### Layout detail, run 1

Region (80, 80) to (105, 105) um. Cells in grey, sequential cells in the stronger grey; small squares are vias.
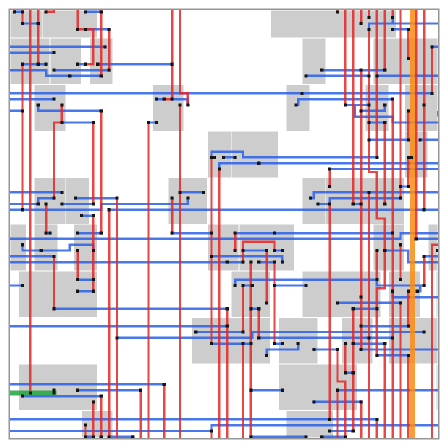
### Placed cells, one colour a class, run 1

(2 px per um) Fill, decap, tap and diode cells in grey.
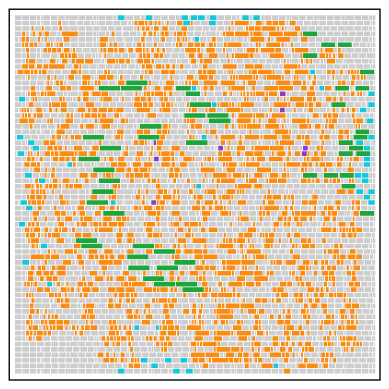
### Clock distribution, run 1

(3 px per um)
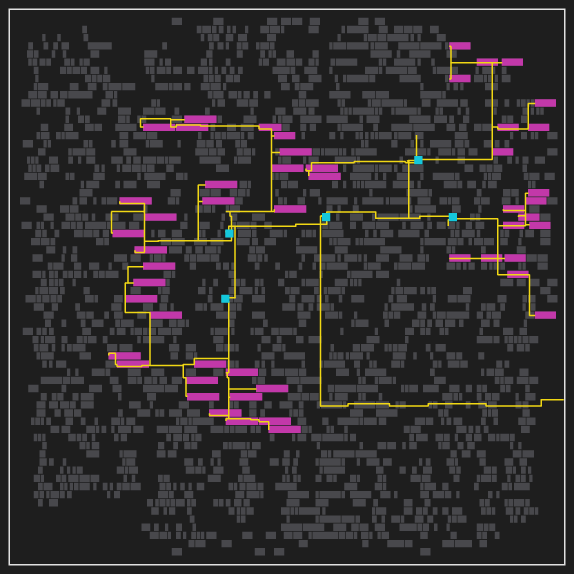
### Cell density map, run 1

(1.5 px per um) 18 x 18 tiles, from black (low) to pale yellow (high), 0 to 100% covered.
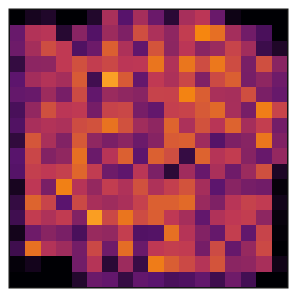
`src/rtl/seq_sort_calc_if.sv`:
```
// Bus bundle for seq_sort_calc.
//
// Handshake: a request transfers on a rising edge where in_valid=1 and
// in_ready=1. in_valid is ignored while in_ready=0, and requests are not
// queued. out_valid is a one-cycle strobe with no back-pressure. out_n is
// only meaningful while out_valid=1 and reads 0 otherwise.
//
// Signals:
//   in_valid            request valid (requester -> design)
//   in_n0..in_n5 [3:0]  operands
//   opt [2:0]           [0] signed operands, [1] descending, [2] weighted average
//   equ                 0: weighted product, 1: absolute difference
//   in_ready            design can accept a request (design -> requester)
//   out_valid           result strobe
//   out_n [9:0]         result
// Modports: master = requester side, slave = design side.
interface seq_sort_calc_if;
  logic       in_valid;
  logic [3:0] in_n0;
  logic [3:0] in_n1;
  logic [3:0] in_n2;
  logic [3:0] in_n3;
  logic [3:0] in_n4;
  logic [3:0] in_n5;
  logic [2:0] opt;
  logic       equ;
  logic       in_ready;
  logic       out_valid;
  logic [9:0] out_n;

  modport master (
    output in_valid, in_n0, in_n1, in_n2, in_n3, in_n4, in_n5, opt, equ,
    input  in_ready, out_valid, out_n
  );

  modport slave (
    input  in_valid, in_n0, in_n1, in_n2, in_n3, in_n4, in_n5, opt, equ,
    output in_ready, out_valid, out_n
  );
endinterface

```
`src/rtl/seq_sort_calc.sv`:
```
// seq_sort_calc: sequential sort / normalize / evaluate core.
//
// Captures six 4-bit operands, sorts them with odd-even transposition (one
// phase per cycle), normalizes them (subtract-minimum or chained weighted
// average), evaluates one of two equations and emits a 10-bit result with a
// one-cycle out_valid strobe.
//
// Ports:
//   clk        system clock, rising edge
//   rst        synchronous active-high reset
//   bus        seq_sort_calc_if.slave (request operands in, result out)
//   dbg_state  current FSM state (IDLE=0, SORT=1, NORM=2, CALC=3, OUT=4)
//
// Optional build macro: SEQ_CALC_EARLY_EXIT_EN
//   When defined, SORT leaves early once two consecutive phases made no swap
//   (the vector is then fully ordered). Results are identical either way.
module seq_sort_calc (
  input  logic                  clk,
  input  logic                  rst,
  seq_sort_calc_if.slave        bus,
  output logic [2:0]            dbg_state
);

  typedef enum logic [2:0] {
    S_IDLE = 3'd0,
    S_SORT = 3'd1,
    S_NORM = 3'd2,
    S_CALC = 3'd3,
    S_OUT  = 3'd4
  } state_t;

  state_t            state;
  logic signed [4:0] n [6];
  logic              sort_desc;
  logic              norm_avg;
  logic              equ_q;
  logic [2:0]        phase;
  logic [3:0]        in_w [6];

  logic signed [4:0] n_sort [6];
  logic signed [4:0] n_norm [6];
  logic signed [6:0] prev7;
  logic signed [6:0] cur7;
  logic signed [6:0] acc7;
  logic signed [10:0] a0, a1, a3, a4, a5;
  logic signed [10:0] t_prod;
  logic signed [10:0] t_diff;

`ifdef SEQ_CALC_EARLY_EXIT_EN
  logic any_swap;
  logic prev_clean;   // previous SORT phase made no swap
`endif

  assign dbg_state = state;

  assign in_w[0] = bus.in_n0;
  assign in_w[1] = bus.in_n1;
  assign in_w[2] = bus.in_n2;
  assign in_w[3] = bus.in_n3;
  assign in_w[4] = bus.in_n4;
  assign in_w[5] = bus.in_n5;

  // One transposition phase: even phases touch pairs (0,1),(2,3),(4,5),
  // odd phases touch (1,2),(3,4). Pairs are disjoint, so reading the
  // registered values for every pair is safe.
  always_comb begin
    for (int k = 0; k < 6; k++) n_sort[k] = n[k];
`ifdef SEQ_CALC_EARLY_EXIT_EN
    any_swap = 1'b0;
`endif
    for (int i = 0; i < 5; i++) begin
      if (i[0] == phase[0]) begin
        if (sort_desc ? (n[i] < n[i+1]) : (n[i] > n[i+1])) begin
          n_sort[i]   = n[i+1];
          n_sort[i+1] = n[i];
`ifdef SEQ_CALC_EARLY_EXIT_EN
          any_swap    = 1'b1;
`endif
        end
      end
    end
  end

  // Normalization. The weighted average chains: each element uses the
  // already-updated previous element. 7-bit signed holds 2*a+b for 5-bit
  // signed a,b; the quotient always fits back into 5 bits.
  always_comb begin
    prev7 = '0;
    cur7  = '0;
    acc7  = '0;
    n_norm[0] = norm_avg ? n[0] : 5'sd0;
    for (int k = 1; k < 6; k++) begin
      if (norm_avg) begin
        prev7     = {{2{n_norm[k-1][4]}}, n_norm[k-1]};
        cur7      = {{2{n[k][4]}}, n[k]};
        acc7      = (prev7 <<< 1) + cur7;
        n_norm[k] = 5'(acc7 / 7'sd3);
      end else begin
        n_norm[k] = n[k] - n[0];
      end
    end
  end

  // Equation terms in 11-bit signed arithmetic; signed '/' truncates
  // toward zero.
  assign a0 = {{6{n[0][4]}}, n[0]};
  assign a1 = {{6{n[1][4]}}, n[1]};
  assign a3 = {{6{n[3][4]}}, n[3]};
  assign a4 = {{6{n[4][4]}}, n[4]};
  assign a5 = {{6{n[5][4]}}, n[5]};
  assign t_prod = (a3 + (a4 <<< 2)) * a5;
  assign t_diff = (a5 * a1) - (a5 * a0);

  always_ff @(posedge clk) begin
    if (rst) begin
      state         <= S_IDLE;
      bus.in_ready  <= 1'b1;
      bus.out_valid <= 1'b0;
      bus.out_n     <= '0;
      for (int k = 0; k < 6; k++) n[k] <= '0;
      sort_desc     <= 1'b0;
      norm_avg      <= 1'b0;
      equ_q         <= 1'b0;
      phase         <= '0;
`ifdef SEQ_CALC_EARLY_EXIT_EN
      prev_clean    <= 1'b0;
`endif
    end else begin
      case (state)
        S_IDLE: begin
          if (bus.in_valid) begin
            for (int k = 0; k < 6; k++)
              n[k] <= bus.opt[0] ? {in_w[k][3], in_w[k]} : {1'b0, in_w[k]};
            sort_desc    <= bus.opt[1];
            norm_avg     <= bus.opt[2];
            equ_q        <= bus.equ;
            phase        <= '0;
`ifdef SEQ_CALC_EARLY_EXIT_EN
            prev_clean   <= 1'b0;
`endif
            bus.in_ready <= 1'b0;
            state        <= S_SORT;
          end
        end
        S_SORT: begin
          for (int k = 0; k < 6; k++) n[k] <= n_sort[k];
          phase <= phase + 3'd1;
`ifdef SEQ_CALC_EARLY_EXIT_EN
          // An even and an odd phase back to back with no swap means every
          // adjacent pair is ordered.
          prev_clean <= ~any_swap;
          if ((phase == 3'd5) || (!any_swap && prev_clean)) state <= S_NORM;
`else
          if (phase == 3'd5) state <= S_NORM;
`endif
        end
        S_NORM: begin
          for (int k = 0; k < 6; k++) n[k] <= n_norm[k];
          state <= S_CALC;
        end
        S_CALC: begin
          if (equ_q) bus.out_n <= 10'((t_diff < 0) ? -t_diff : t_diff);
          else       bus.out_n <= 10'(t_prod / 11'sd3);
          bus.out_valid <= 1'b1;
          state         <= S_OUT;
        end
        S_OUT: begin
          bus.out_valid <= 1'b0;
          bus.out_n     <= '0;
          bus.in_ready  <= 1'b1;
          state         <= S_IDLE;
        end
        default: begin
          bus.out_valid <= 1'b0;
          bus.out_n     <= '0;
          bus.in_ready  <= 1'b1;
          state         <= S_IDLE;
        end
      endcase
    end
  end

endmodule

```
`src/flat_wrapper.sv`:
```
// flat-port wrapper written by rule: the top's interface ports become plain ports
module seq_sort_calc_flat 
  (clk, rst, dbg_state, bus_in_valid, bus_in_n0, bus_in_n1, bus_in_n2, bus_in_n3, bus_in_n4, bus_in_n5, bus_opt, bus_equ, bus_in_ready, bus_out_valid, bus_out_n);
  seq_sort_calc_if bus_i ();
  input  logic clk;
  input  logic rst;
  output logic [2:0] dbg_state;
  input wire logic [$bits(bus_i.in_valid)-1:0] bus_in_valid;
  input wire logic [$bits(bus_i.in_n0)-1:0] bus_in_n0;
  input wire logic [$bits(bus_i.in_n1)-1:0] bus_in_n1;
  input wire logic [$bits(bus_i.in_n2)-1:0] bus_in_n2;
  input wire logic [$bits(bus_i.in_n3)-1:0] bus_in_n3;
  input wire logic [$bits(bus_i.in_n4)-1:0] bus_in_n4;
  input wire logic [$bits(bus_i.in_n5)-1:0] bus_in_n5;
  input wire logic [$bits(bus_i.opt)-1:0] bus_opt;
  input wire logic [$bits(bus_i.equ)-1:0] bus_equ;
  output wire logic [$bits(bus_i.in_ready)-1:0] bus_in_ready;
  output wire logic [$bits(bus_i.out_valid)-1:0] bus_out_valid;
  output wire logic [$bits(bus_i.out_n)-1:0] bus_out_n;
  assign bus_i.in_valid = bus_in_valid;
  assign bus_i.in_n0 = bus_in_n0;
  assign bus_i.in_n1 = bus_in_n1;
  assign bus_i.in_n2 = bus_in_n2;
  assign bus_i.in_n3 = bus_in_n3;
  assign bus_i.in_n4 = bus_in_n4;
  assign bus_i.in_n5 = bus_in_n5;
  assign bus_i.opt = bus_opt;
  assign bus_i.equ = bus_equ;
  assign bus_in_ready = bus_i.in_ready;
  assign bus_out_valid = bus_i.out_valid;
  assign bus_out_n = bus_i.out_n;
  seq_sort_calc u_core (.clk(clk), .rst(rst), .bus(bus_i), .dbg_state(dbg_state));
endmodule
```
`config.mk`:
```
export PLATFORM = sky130hd
export DESIGN_NAME = seq_sort_calc_flat
export DESIGN_NICKNAME = d
export VERILOG_FILES = /design/src/rtl/seq_sort_calc_if.sv /design/src/rtl/seq_sort_calc.sv /design/src/flat_wrapper.sv
export SDC_FILE = /design/constraint.sdc
export NUM_CORES = 1
export LEC_CHECK = 0
export CELL_PAD_IN_SITES_DETAIL_PLACEMENT = 0
export CELL_PAD_IN_SITES_GLOBAL_PLACEMENT = 2
export CORE_MARGIN = 2
export CORE_UTILIZATION = 40
export CTS_BUF_LIST = sky130_fd_sc_hd__clkbuf_4
export CTS_CLUSTER_DIAMETER = 150
export DETAILED_ROUTE_END_ITERATION = 10
export PLACE_DENSITY_LB_ADDON = 0.12
export REMOVE_ABC_BUFFERS = 1
export SLEW_MARGIN = 30
export SYNTH_ARGS = -nofsm -noshare
export SYNTH_HDL_FRONTEND = slang
export SYNTH_SLANG_ARGS = --single-unit
```
`constraint.sdc`:
```
create_clock -name clk -period 50.8 [get_ports clk]
set_clock_uncertainty 0.15 [all_clocks]
set_input_delay 5.08 -clock clk [delete_from_list [all_inputs] [get_ports clk]]
set_output_delay 5.08 -clock clk [all_outputs]
set_load 0.005 [all_outputs]
```
==> flow_metrics.py, run 1 <==
# Synthesis and PnR figures
metrics = {
    "status": {
        "outcome": "finished, final reports clean",
    },
    "timing": {
        "setup_viol": 0,
        "grt_setup_unrepaired": "no",
        "timing_worst_slew_pin_value_ns": 0.896,
        "setup-tns-final_ns": 0,
        "fin_crit_sh_pct": 42.2,
        "fin_hold_ws_ns": 0.308,
        "timing.fmax_ghz": 0.0466,
        "timing.final.ws_setup_ns": 29.34,
        "clock_period_minus_final_worst_setup_slack_ns": 21.46,
    },
    "job": {
        "drv_cap": 0,
        "tool_warnings": 32,
    },
    "placement": {
        "dpl-instance-area_um2": 13900,
        "finalWeightedCongestion": 0.842,
        "port-buffer-count": 45,
        "place_inst": 2120,
        "detailedPlacementHpwl_um": 30800,
    },
    "clock_tree": {
        "holdBufCountCts": 0,
        "cts_tree": "done",
        "cts_post_setup_buffers_inserted": 0,
        "cts.root.buffer_cell": "clkbuf_4",
        "cts_buffer_depth": 2,
        "clk_pin_slew_worst_paths_ns": 0.20,
    },
    "synthesis": {
        "aoi_share_pct": 24.5,
        "adder_share_pct": 26.4,
        "ys_sh_mux_pct": 3.74,
        "yosys.stat.seqShare_pct": 10.1,
        "largest_cells_by_area_after_synthesis": "ha_1 14%, fa_1 13%, edfxtp_1 6.9%",
        "synth-async-reset-ratio_pct": 0,
        "netlist-cell-type-count": 88,
        "number_of_cells_in_yosys_stat": 1690,
        "simple_gate_share_pct": 19.4,
        "synth-edff-count": 30,
        "synth.avg_cell_area_um2": 7.73,
        "post_synth_xor_area_fraction_pct": 9.09,
        "top_area_cell": "ha_1",
        "numSynthFlops": 51,
    },
    "route": {
        "drc_errors": 0,
        "drt-vias-per-instance": 5.66,
        "vias": 12046,
        "first_iter_violations": 603,
        "postRouteAntennaNets": 0,
        "post_drt_wl_per_cell_um": 18.3,
        "drt_first_pass_iters": 5,
        "finalWirelength_um": 39100,
    },
    "finish": {
        "drive_above_1_share_pct": 4.45,
        "finish.cell_count_without_fillers": 2130,
        "layout_top_cells_excl_fill_tap": "178 x nor2_1, 159 x inv_1, 144 x ha_1, 132 x nand2_1, 130 x a21oi_1",
        "seq_area_um2": 1320,
        "n_antenna_cell": 1,
        "buffers_excl_clock": 58,
        "final_net_count": 1943,
        "largest_registers": "u_core.n (30), u_core.bus.out_n (10)",
        "most_common_logic_cell_in_the_routed_design": "nor2_1",
        "combAreaFraction_pct": 77.9,
        "clk_share_pct": 0.412,
        "largest_reg_flops": 30,
        "inverters": 161,
        "stdcell_area_um2": 14000,
        "final.clkbuf_count": 5,
        "layout.sequential_cells": 51,
    },
    "setup_path": {
        "critPathMostFrequentCell": "ha_1",
        "crit-reg2reg-launch": "u_core.norm_avg",
        "critical_path_buffers_and_inverters": 7,
        "worst_ep_arrival_time_ns": 21.50,
        "timing.critical_path.required_ns": 50.84,
        "crit_slowest_cell": "a31oi_1",
        "ff2ff_path_depth": 104,
        "critical_path.max_fanout": 46,
        "crit_type": "reg -> reg",
        "critical_path_s_top_delay_family": "AND-OR/OR-AND gates",
    },
    "grt": {
        "initial_antenna_violation_count": 1,
        "grt_overflow_total": 0,
        "groute.usage.overall_pct": 22.9,
    },
    "die": {
        "die_height_um": 185,
        "ios": 46,
        "num_rows": 66,
    },
    "min_path": {
        "holdCritStartpoint": "u_core.bus.in_ready",
        "min_path_type": "reg -> reg",
    },
}
About 'Layout detail':
legend:
  blue:
    layer: met1
  green:
    layer: met3
  orange:
    layer: met4
  red:
    layer: met2
sequential cells in the window: 0
cells with their middle in the window: 38
most frequent: inv_1 (7), ha_1 (7), a21oi_1 (4)

About 'Placed cells, one colour a class':
legend:
  cyan:
    class: other buffers and delay cells
    cells: 58
    share_of_their_area: 4.1%
  purple:
    class: clock drivers and dummy loads
    cells: 8
    share_of_their_area: 0.43%
  green:
    class: flops
    cells: 51
    share_of_their_area: 9.9%
  orange:
    class: all other logic
    cells: 1570
    share_of_their_area: 86%
Seq area share: 9.47%
Core Area: 32400 um^2

About 'Clock distribution':
legend:
  magenta:
    item: flip-flops
    count: 51
  yellow:
    item: clock wires
    length: 960 um
  cyan:
    item: cells driving clock nets
    count: 5
routed clock nets: 6
clock latency reported for the late side of the worst-skew pair: 0.43 ns

About 'Cell density map':
nearly empty tiles: 5.9%
mean over tiles: 39%
fullest tile: 80%
tiles over 75% full: 0.60%
FP Util: 40.3%
final design utilization: 43.1%

-- run 1: cell usage after synthesis (10+ instances only) --
| cell | number |
|---|---|
| o22ai_1 | 12 |
| o21ai_0 | 77 |
| nor2b_1 | 19 |
| a21o_1 | 28 |
| and2_1 | 32 |
| buf_2 | 10 |
| or3_1 | 12 |
| a21oi_1 | 130 |
| dfxtp_1 | 21 |
| a211oi_1 | 45 |
| nor3_1 | 30 |
| ha_1 | 144 |
| nor4_1 | 13 |
| a221o_1 | 19 |
| a32oi_1 | 10 |
| nand2_1 | 132 |
| fa_1 | 82 |
| and3_1 | 15 |
| a22oi_1 | 14 |
| a31oi_1 | 20 |
| edfxtp_1 | 30 |
| mux2_2 | 14 |
| o211ai_1 | 11 |
| mux2i_1 | 33 |
| nand3_1 | 40 |
| nor2_1 | 179 |
| xnor2_1 | 76 |
| nand2b_1 | 29 |
| inv_1 | 159 |
| clkbuf_1 | 55 |
| xor2_1 | 48 |
-- run 1: per-layer routing --
metal | wire, um | up-vias | track usage [%]
met3 | 1300 | 27 | 1.94
li1 | - | 6018 | -
met2 | 18900 | 255 | 40.6
met4 | 578 | 0 | 4.13
met5 | 0 | - | 0
met1 | 18200 | 5746 | 30.7
-- run 1: how the worst max path moves through the flow --
| stage | from | to | cells past startpoint |
|---|---|---|---|
| 4_1_cts | u_core.norm_avg | u_core.n[5][4] | 103 |
| 2_1_floorplan | u_core.norm_avg | u_core.n[5][4] | 99 |
| 6_report | u_core.norm_avg | u_core.n[5][4] | 104 |
| 3_5_place_dp | u_core.norm_avg | u_core.n[5][4] | 103 |
| 5_1_grt | u_core.norm_avg | u_core.n[5][2] | 104 |
| 3_3_place_gp | u_core.norm_avg | u_core.n[5][4] | 102 |
### Clock wiring as the flow saved it, run 1

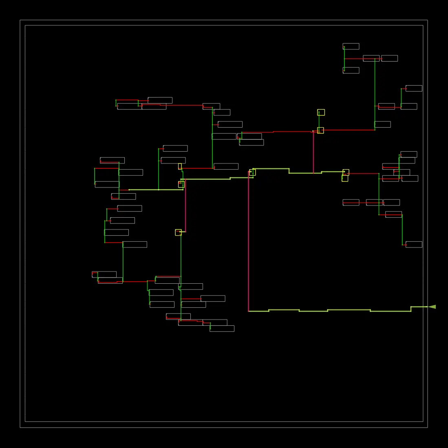

==> inputs of run 2 (changes only) <==
--- a/config.mk
+++ b/config.mk
@@ -8,7 +8,7 @@
 export CELL_PAD_IN_SITES_DETAIL_PLACEMENT = 0
 export CELL_PAD_IN_SITES_GLOBAL_PLACEMENT = 2
 export CORE_MARGIN = 2
-export CORE_UTILIZATION = 40
+export CORE_UTILIZATION = 39
 export CTS_BUF_LIST = sky130_fd_sc_hd__clkbuf_4
 export CTS_CLUSTER_DIAMETER = 150
 export DETAILED_ROUTE_END_ITERATION = 10
==> constraint.sdc (replaced) <==
create_clock -name clk -period 21 [get_ports clk]
set_clock_uncertainty 0.15 [all_clocks]
set_input_delay 2.1 -clock clk [delete_from_list [all_inputs] [get_ports clk]]
set_output_delay 2.1 -clock clk [all_outputs]
set_load 0.005 [all_outputs]
### Clock wiring as the flow saved it, run 2

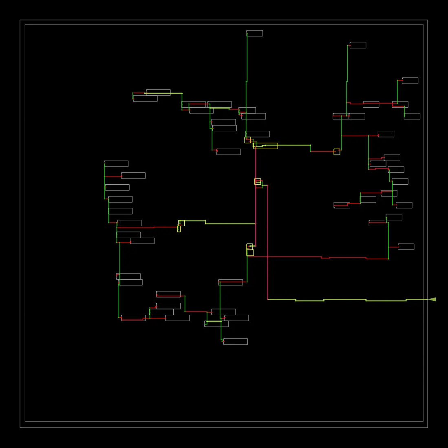
flop count: 51
Layout clock buffers: 5

### Layout detail, run 2

Region (81, 81) to (106, 106) um. Cells in grey, sequential cells in the stronger grey; small squares are vias.
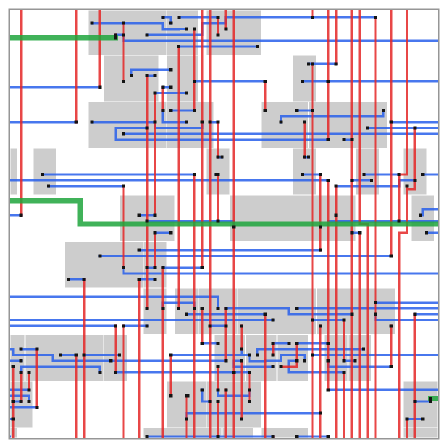
legend:
  green:
    layer: met3
  red:
    layer: met2
  blue:
    layer: met1
sequential cells in the window: 0
most frequent: inv_1 (8), ha_1 (7), nor2_1 (5)
cells with their middle in the window: 36

### Placed cells, one colour a class, run 2

(2 px per um) Fill, decap, tap and diode cells in grey.
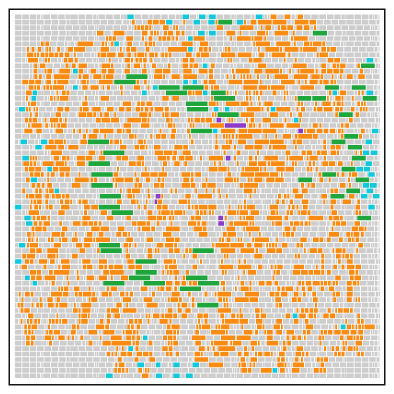
legend:
  purple:
    class: clock drivers and dummy loads
    cells: 8
    share_of_their_area: 0.58%
  cyan:
    class: other buffers and delay cells
    cells: 74
    share_of_their_area: 4.8%
  green:
    class: flops
    cells: 51
    share_of_their_area: 9.6%
  orange:
    class: all other logic
    cells: 1570
    share_of_their_area: 85%
Core Area: 33300 um^2
final design utilization: 43.1%

==> run 2 against run 1 <==
Effect of this change: synthesized cell count stayed put; count of clock-buffer cells in the layout unchanged; area after synthesis stayed put; maximum frequency up 11%; critical endpoint unchanged; largest cell class unchanged.
==> flow_metrics.py, run 2 <==
# Synthesis and PnR figures
metrics = {
    "min_path": {
        "min_path_type": "reg -> reg",
        "holdCritStartpoint": "u_core.bus.in_ready",
    },
    "synthesis": {
        "top_area_cell": "ha_1",
        "synth.avg_cell_area_um2": 7.73,
        "netlist-cell-type-count": 88,
        "yosys.stat.seqShare_pct": 10.1,
        "numSynthFlops": 51,
        "synth-edff-count": 30,
        "synth-async-reset-ratio_pct": 0,
        "number_of_cells_in_yosys_stat": 1690,
        "largest_cells_by_area_after_synthesis": "ha_1 14%, fa_1 13%, edfxtp_1 6.9%",
        "top_cells_by_count": "179 x nor2_1, 159 x inv_1, 144 x ha_1",
        "post-synth-top-count-cell": "nor2_1",
    },
    "setup_path": {
        "worst_ep_arrival_time_ns": 19.40,
        "timing.critical_path.required_ns": 21.05,
        "crit-reg2reg-launch": "u_core.n[0][0]",
        "critPathLaunch": "u_core.n[0][0]",
        "crit_type": "reg -> reg",
        "ff2ff_path_depth": 101,
        "crit_slowest_cell": "fa_1",
        "critPathMostFrequentCell": "ha_1",
        "worst_setup_path_start_kind": "flip-flop",
        "endpoint": "u_core.n[5][4]",
        "critical_path.max_fanout": 13,
    },
    "status": {
        "outcome": "finished, final reports clean",
    },
    "route": {
        "vias": 12189,
        "post_drt_wl_per_cell_um": 18.5,
        "drt-vias-per-instance": 5.66,
        "postRouteAntennaNets": 0,
        "finalWirelength_um": 39900,
        "routed_length_on_met2_um": 19400,
        "drt_first_pass_iters": 5,
        "first_iter_violations": 678,
        "drc_errors": 0,
        "met3_wirelength_um": 1350,
    },
    "placement": {
        "port-buffer-count": 45,
        "place_ws_ns": 0.00211,
        "place_inst": 2138,
        "dpl-instance-area_um2": 14000,
        "detailedPlacementHpwl_um": 31500,
        "finalWeightedCongestion": 0.854,
    },
    "clock_tree": {
        "cts_tree": "done",
        "cts.root.buffer_cell": "clkbuf_4",
        "clk_pin_slew_worst_paths_ns": 0.19,
        "cts_buffer_depth": 2,
    },
    "job": {
        "tool_warnings": 31,
        "drv_cap": 0,
    },
    "grt": {
        "initial_antenna_violation_count": 1,
        "groute.usage.overall_pct": 22.5,
        "use_met1_pct": 29.7,
        "met3_usage_pct": 1.82,
        "busiest_metal_layer_after_global_routing": "met2",
    },
    "die": {
        "die_height_um": 187,
        "initCoreUtil_pct": 39.2,
        "num_rows": 67,
    },
    "timing": {
        "fin_crit_sh_pct": 92.2,
        "timing.final.ws_setup_ns": 1.65,
        "setup-tns-final_ns": 0,
        "clock_period_minus_final_worst_setup_slack_ns": 19.35,
        "fin_hold_ws_ns": 0.304,
        "setup_viol": 0,
        "timing.fmax_ghz": 0.0517,
        "timing_worst_slew_pin_value_ns": 0.909,
    },
    "finish": {
        "finish.cell_count_without_fillers": 2152,
        "stdcell_area_um2": 14400,
        "most_common_logic_cell_in_the_routed_design": "nor2_1",
        "layout_top_cells_excl_fill_tap": "179 x nor2_1, 159 x inv_1, 143 x ha_1, 130 x nand2_1, 124 x a21oi_1",
        "final_net_count": 1959,
        "syn2layout_area_growth_pct": 9.95,
        "largest_registers": "u_core.n (30), u_core.bus.out_n (10)",
    },
}
run 2: netlist changes by cell type in the layout (fill, tap and decap cells not counted), moves of 3 or more:
cell / delta
xor2_2: +6
a21oi_4: +3
xnor2_1: -8
xor2_1: -7
o21ai_0: -4
buf_4: +17
a21oi_2: +3
xnor2_2: +7
a21oi_1: -6
run 2: critical path: cells and delay by family, from the launching register on:
family | cells | cell delay [ns]
compound gates | 43 | 7.47
fa+ha+maj | 16 | 4.51
simple gates | 22 | 2.67
mux | 7 | 1.69
xor+xnor | 6 | 1.44
buf+inv | 7 | 0.82
flops | 1 | 0.41
run 2: repair_timing:
item                       CTS  global route
pin swaps                    0             5
setup endpoints to repair    3             5
hold buffers                 0             0
buffers inserted             0             5
resized                      2            44
run 2: final cells by class:
class / count / area (um^2) / area share (%)
Multi-Input combinational cell: 1409 / 11100 / 77.4
Sequential cell: 51 / 1320 / 9.21
Timing Repair Buffer: 74 / 668 / 4.65
Inverter: 161 / 604 / 4.21
Tap cell: 448 / 561 / 3.90
Clock inverter: 3 / 42.5 / 0.296
Clock buffer: 5 / 37.5 / 0.261
Antenna cell: 1 / 2.50 / 0.0174
run 2: cells by family (layout without fill, tap and decap cells):
logic type                 Yosys count  after routing  synth area share [%]
and+or+nand+nor                    536            536                  19.4
AOI/OAI and AO/OA                  471            471                  24.5
buffers and inverters              230            243                  6.77
adders and majority gates          226            226                  26.4
xor gates and xnor gates           129            129                  9.09
DFF                                 51             51                  10.1
muxes                               47             47                  3.74
other                                0              1                     0
### Clock distribution, run 2

(3 px per um)
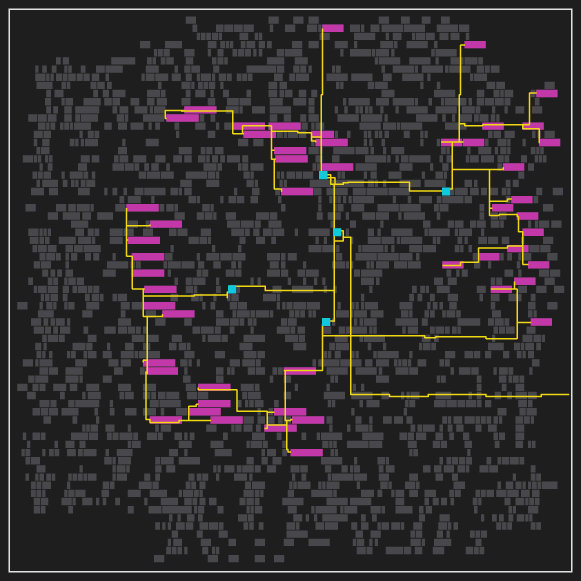

==> inputs of run 3 (changes only) <==
--- a/config.mk
+++ b/config.mk
@@ -5,16 +5,16 @@
 export SDC_FILE = /design/constraint.sdc
 export NUM_CORES = 1
 export LEC_CHECK = 0
+export ABC_AREA = 1
 export CELL_PAD_IN_SITES_DETAIL_PLACEMENT = 0
 export CELL_PAD_IN_SITES_GLOBAL_PLACEMENT = 2
 export CORE_MARGIN = 2
-export CORE_UTILIZATION = 39
+export CORE_UTILIZATION = 37
 export CTS_BUF_LIST = sky130_fd_sc_hd__clkbuf_4
 export CTS_CLUSTER_DIAMETER = 150
 export DETAILED_ROUTE_END_ITERATION = 10
-export PLACE_DENSITY_LB_ADDON = 0.12
+export PLACE_DENSITY_LB_ADDON = 0.1
 export REMOVE_ABC_BUFFERS = 1
-export SLEW_MARGIN = 30
 export SYNTH_ARGS = -nofsm -noshare
 export SYNTH_HDL_FRONTEND = slang
 export SYNTH_SLANG_ARGS = --single-unit
### Clock distribution, run 3

(3 px per um)
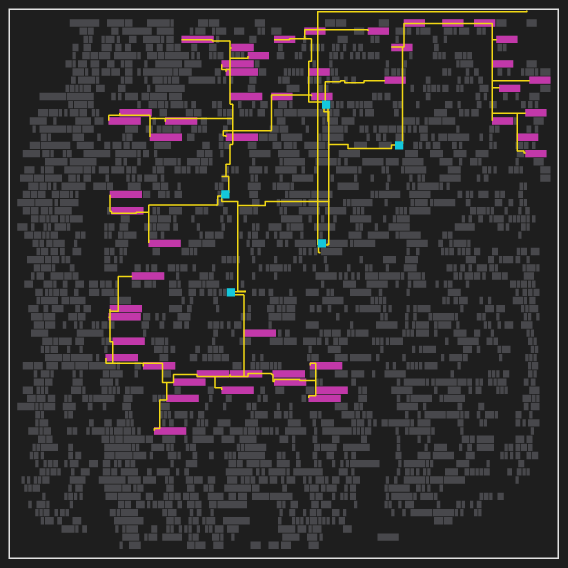
legend:
  magenta:
    item: flip-flops
    count: 51
  cyan:
    item: cells driving clock nets
    count: 5
  yellow:
    item: clock wires
    length: 995 um
routed clock nets: 6
flops lie: widely spread
clock latency reported for the late side of the worst-skew pair: 0.45 ns

### Placed cells, one colour a class, run 3

(2 px per um) Fill, decap, tap and diode cells in grey.
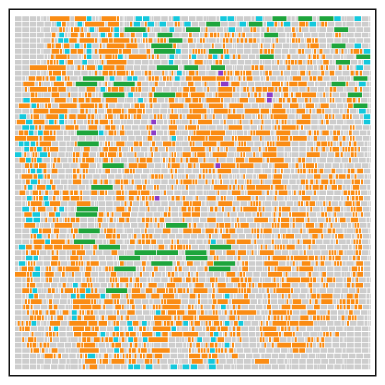
legend:
  purple:
    class: clock drivers and dummy loads
    cells: 8
    share_of_their_area: 0.46%
  orange:
    class: all other logic
    cells: 1625
    share_of_their_area: 81%
  cyan:
    class: other buffers and delay cells
    cells: 150
    share_of_their_area: 8.9%
  green:
    class: flops
    cells: 51
    share_of_their_area: 9.4%
number of core rows: 65
summed area of non-filler cells in the final layout: 14500 um^2
Core Area: 31500 um^2
final design utilization: 46.2%

==> run 3 against run 2 <==
Effect of this change: routed wire length shrank 10%; critical path depth grew 41; die area shrank 4.7%; design area grew 1.3%; cell count grew 3.9%; core utilization grew 3.1 points; count of clock-buffer cells in the layout is the same; maximum frequency shrank 4.1%; highest routed layer unchanged.
==> flow_metrics.py, run 3 <==
# Synthesis and PnR figures
metrics = {
    "synthesis": {
        "top_area_cell": "ha_1",
        "number_of_cells_in_yosys_stat": 1717,
        "synth-edff-count": 30,
        "yosys.stat.seqShare_pct": 11.2,
        "synth-async-reset-ratio_pct": 0,
        "top_cells_by_count": "352 x nand2_1, 333 x inv_1, 144 x ha_1",
        "largest_cells_by_area_after_synthesis": "ha_1 15%, fa_1 14%, nand2_1 11%",
        "numSynthFlops": 51,
        "synth.avg_cell_area_um2": 6.87,
    },
    "setup_path": {
        "crit_type": "reg -> reg",
        "critPathMostFrequentCell": "inv_2",
        "worst_setup_path_start_kind": "flip-flop",
        "crit_slowest_cell": "a2111o_1",
        "worst_ep_arrival_time_ns": 20.25,
        "critical_path_buffers_and_inverters": 24,
        "critical_path.max_fanout": 5,
        "critical_path_s_top_delay_family": "AND-OR/OR-AND gates",
    },
    "finish": {
        "syn2layout_area_growth_pct": 23.4,
        "n_antenna_cell": 1,
        "combAreaFraction_pct": 69.5,
        "final.clkbuf_count": 5,
        "combGateArea_um2": 10100,
        "seqAreaFraction_pct": 9.09,
        "largest_cell_class": "multi-input combinational cells",
        "final_net_count": 2090,
        "finish.cell_count_without_fillers": 2237,
        "seq_area_um2": 1320,
        "most_common_logic_cell_in_the_routed_design": "nand2_1",
        "layout.sequential_cells": 51,
        "multiInputCombCellCount": 1280,
    },
    "die": {
        "tap_cells": 402,
        "die_w_um": 183,
    },
    "placement": {
        "port-buffer-count": 45,
        "dpl-instance-area_um2": 12900,
        "place_ws_ns": -0.641,
        "detailedPlacementHpwl_um": 27700,
        "place_inst": 2165,
        "finalWeightedCongestion": 0.829,
    },
    "grt": {
        "initial_antenna_violation_count": 1,
        "use_met1_pct": 26.9,
        "met3_usage_pct": 1.48,
        "groute.usage.overall_pct": 21.1,
    },
    "timing": {
        "timing_worst_slew_pin_value_ns": 1.05,
        "fin_hold_ws_ns": 0.319,
        "setup-tns-final_ns": 0,
        "timing.final.ws_setup_ns": 0.823,
        "timing.fmax_ghz": 0.0496,
        "fin_crit_sh_pct": 96.1,
        "slew_viol_final": 0,
        "setup_viol": 0,
    },
    "clock_tree": {
        "cts.root.buffer_cell": "clkbuf_4",
        "cts_buffer_depth": 2,
        "holdBufCountCts": 0,
        "clk_pin_slew_worst_paths_ns": 0.21,
    },
    "job": {
        "drv_cap": 0,
        "tool_warnings": 32,
    },
    "route": {
        "finalWirelength_um": 35700,
        "postRouteAntennaNets": 0,
        "drt-vias-per-instance": 5.06,
        "first_iter_violations": 495,
        "drc_errors": 0,
        "vias": 11318,
        "post_drt_wl_per_cell_um": 16.0,
        "met3_wirelength_um": 992,
        "drt_first_pass_iters": 5,
    },
    "min_path": {
        "min_path_type": "reg -> reg",
    },
    "status": {
        "outcome": "finished, final reports clean",
    },
}
### Cell density map, run 3

(1.5 px per um) 18 x 18 tiles, from black (low) to pale yellow (high), 0 to 100% covered.
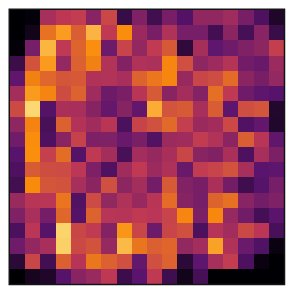
emptiest ninth of the die: south-east
fullest tile: 92%
mean over tiles: 42%
nearly empty tiles: 3.4%
tiles over 75% full: 4.9%
FP Util: 37.5%

-- run 3: cell types whose count changed after synthesis, sizes merged, moves of 42 or more --
| cell | change |
|---|---|
| nand3 | +42 |
| inv | +183 |
| nor2 | -63 |
| a211oi | -42 |
| xnor2 | -51 |
| nand2 | +240 |
-- run 3: final timing paths --
check                  start               to  depth (start not counted)
max           u_core.n[0][0]   u_core.n[5][4]                        142
min          u_core.phase[2]  u_core.phase[2]                          1
max reg2reg   u_core.n[0][0]   u_core.n[5][4]                        142
min reg2reg  u_core.phase[2]  u_core.phase[2]                          1
-- run 3: kinds of logic (layout without fill, tap and decap cells) --
logic type | after synthesis | in the layout | share of synthesized area (%)
other | 0 | 1 | 0
AOI/OAI and AO/OA | 335 | 335 | 17.4
xor gates and xnor gates | 85 | 85 | 6.38
buffers and inverters | 386 | 503 | 12.4
DFF | 51 | 51 | 11.2
and+or+nand+nor | 630 | 630 | 23.0
muxes | 4 | 4 | 0.340
adders and majority gates | 226 | 226 | 29.2
-- run 3: what timing repair did --
action | in CTS | in global routing
endpoints found under the setup margin | 4 | 5
pin swaps | 7 | 114
buffers inserted | 3 | 60
gates resized | 17 | 224
hold endpoints to repair | 0 | 0
-- run 3: worst reg2reg max path: cells and delay by family, from the launching register on --
kind            cells  cell delay, ns
flops               1            0.43
compound gates     43            7.29
xor+xnor           11            2.03
mux                 1            0.20
fa+ha+maj          14            3.25
buf+inv            24            1.75
simple gates       49            4.89
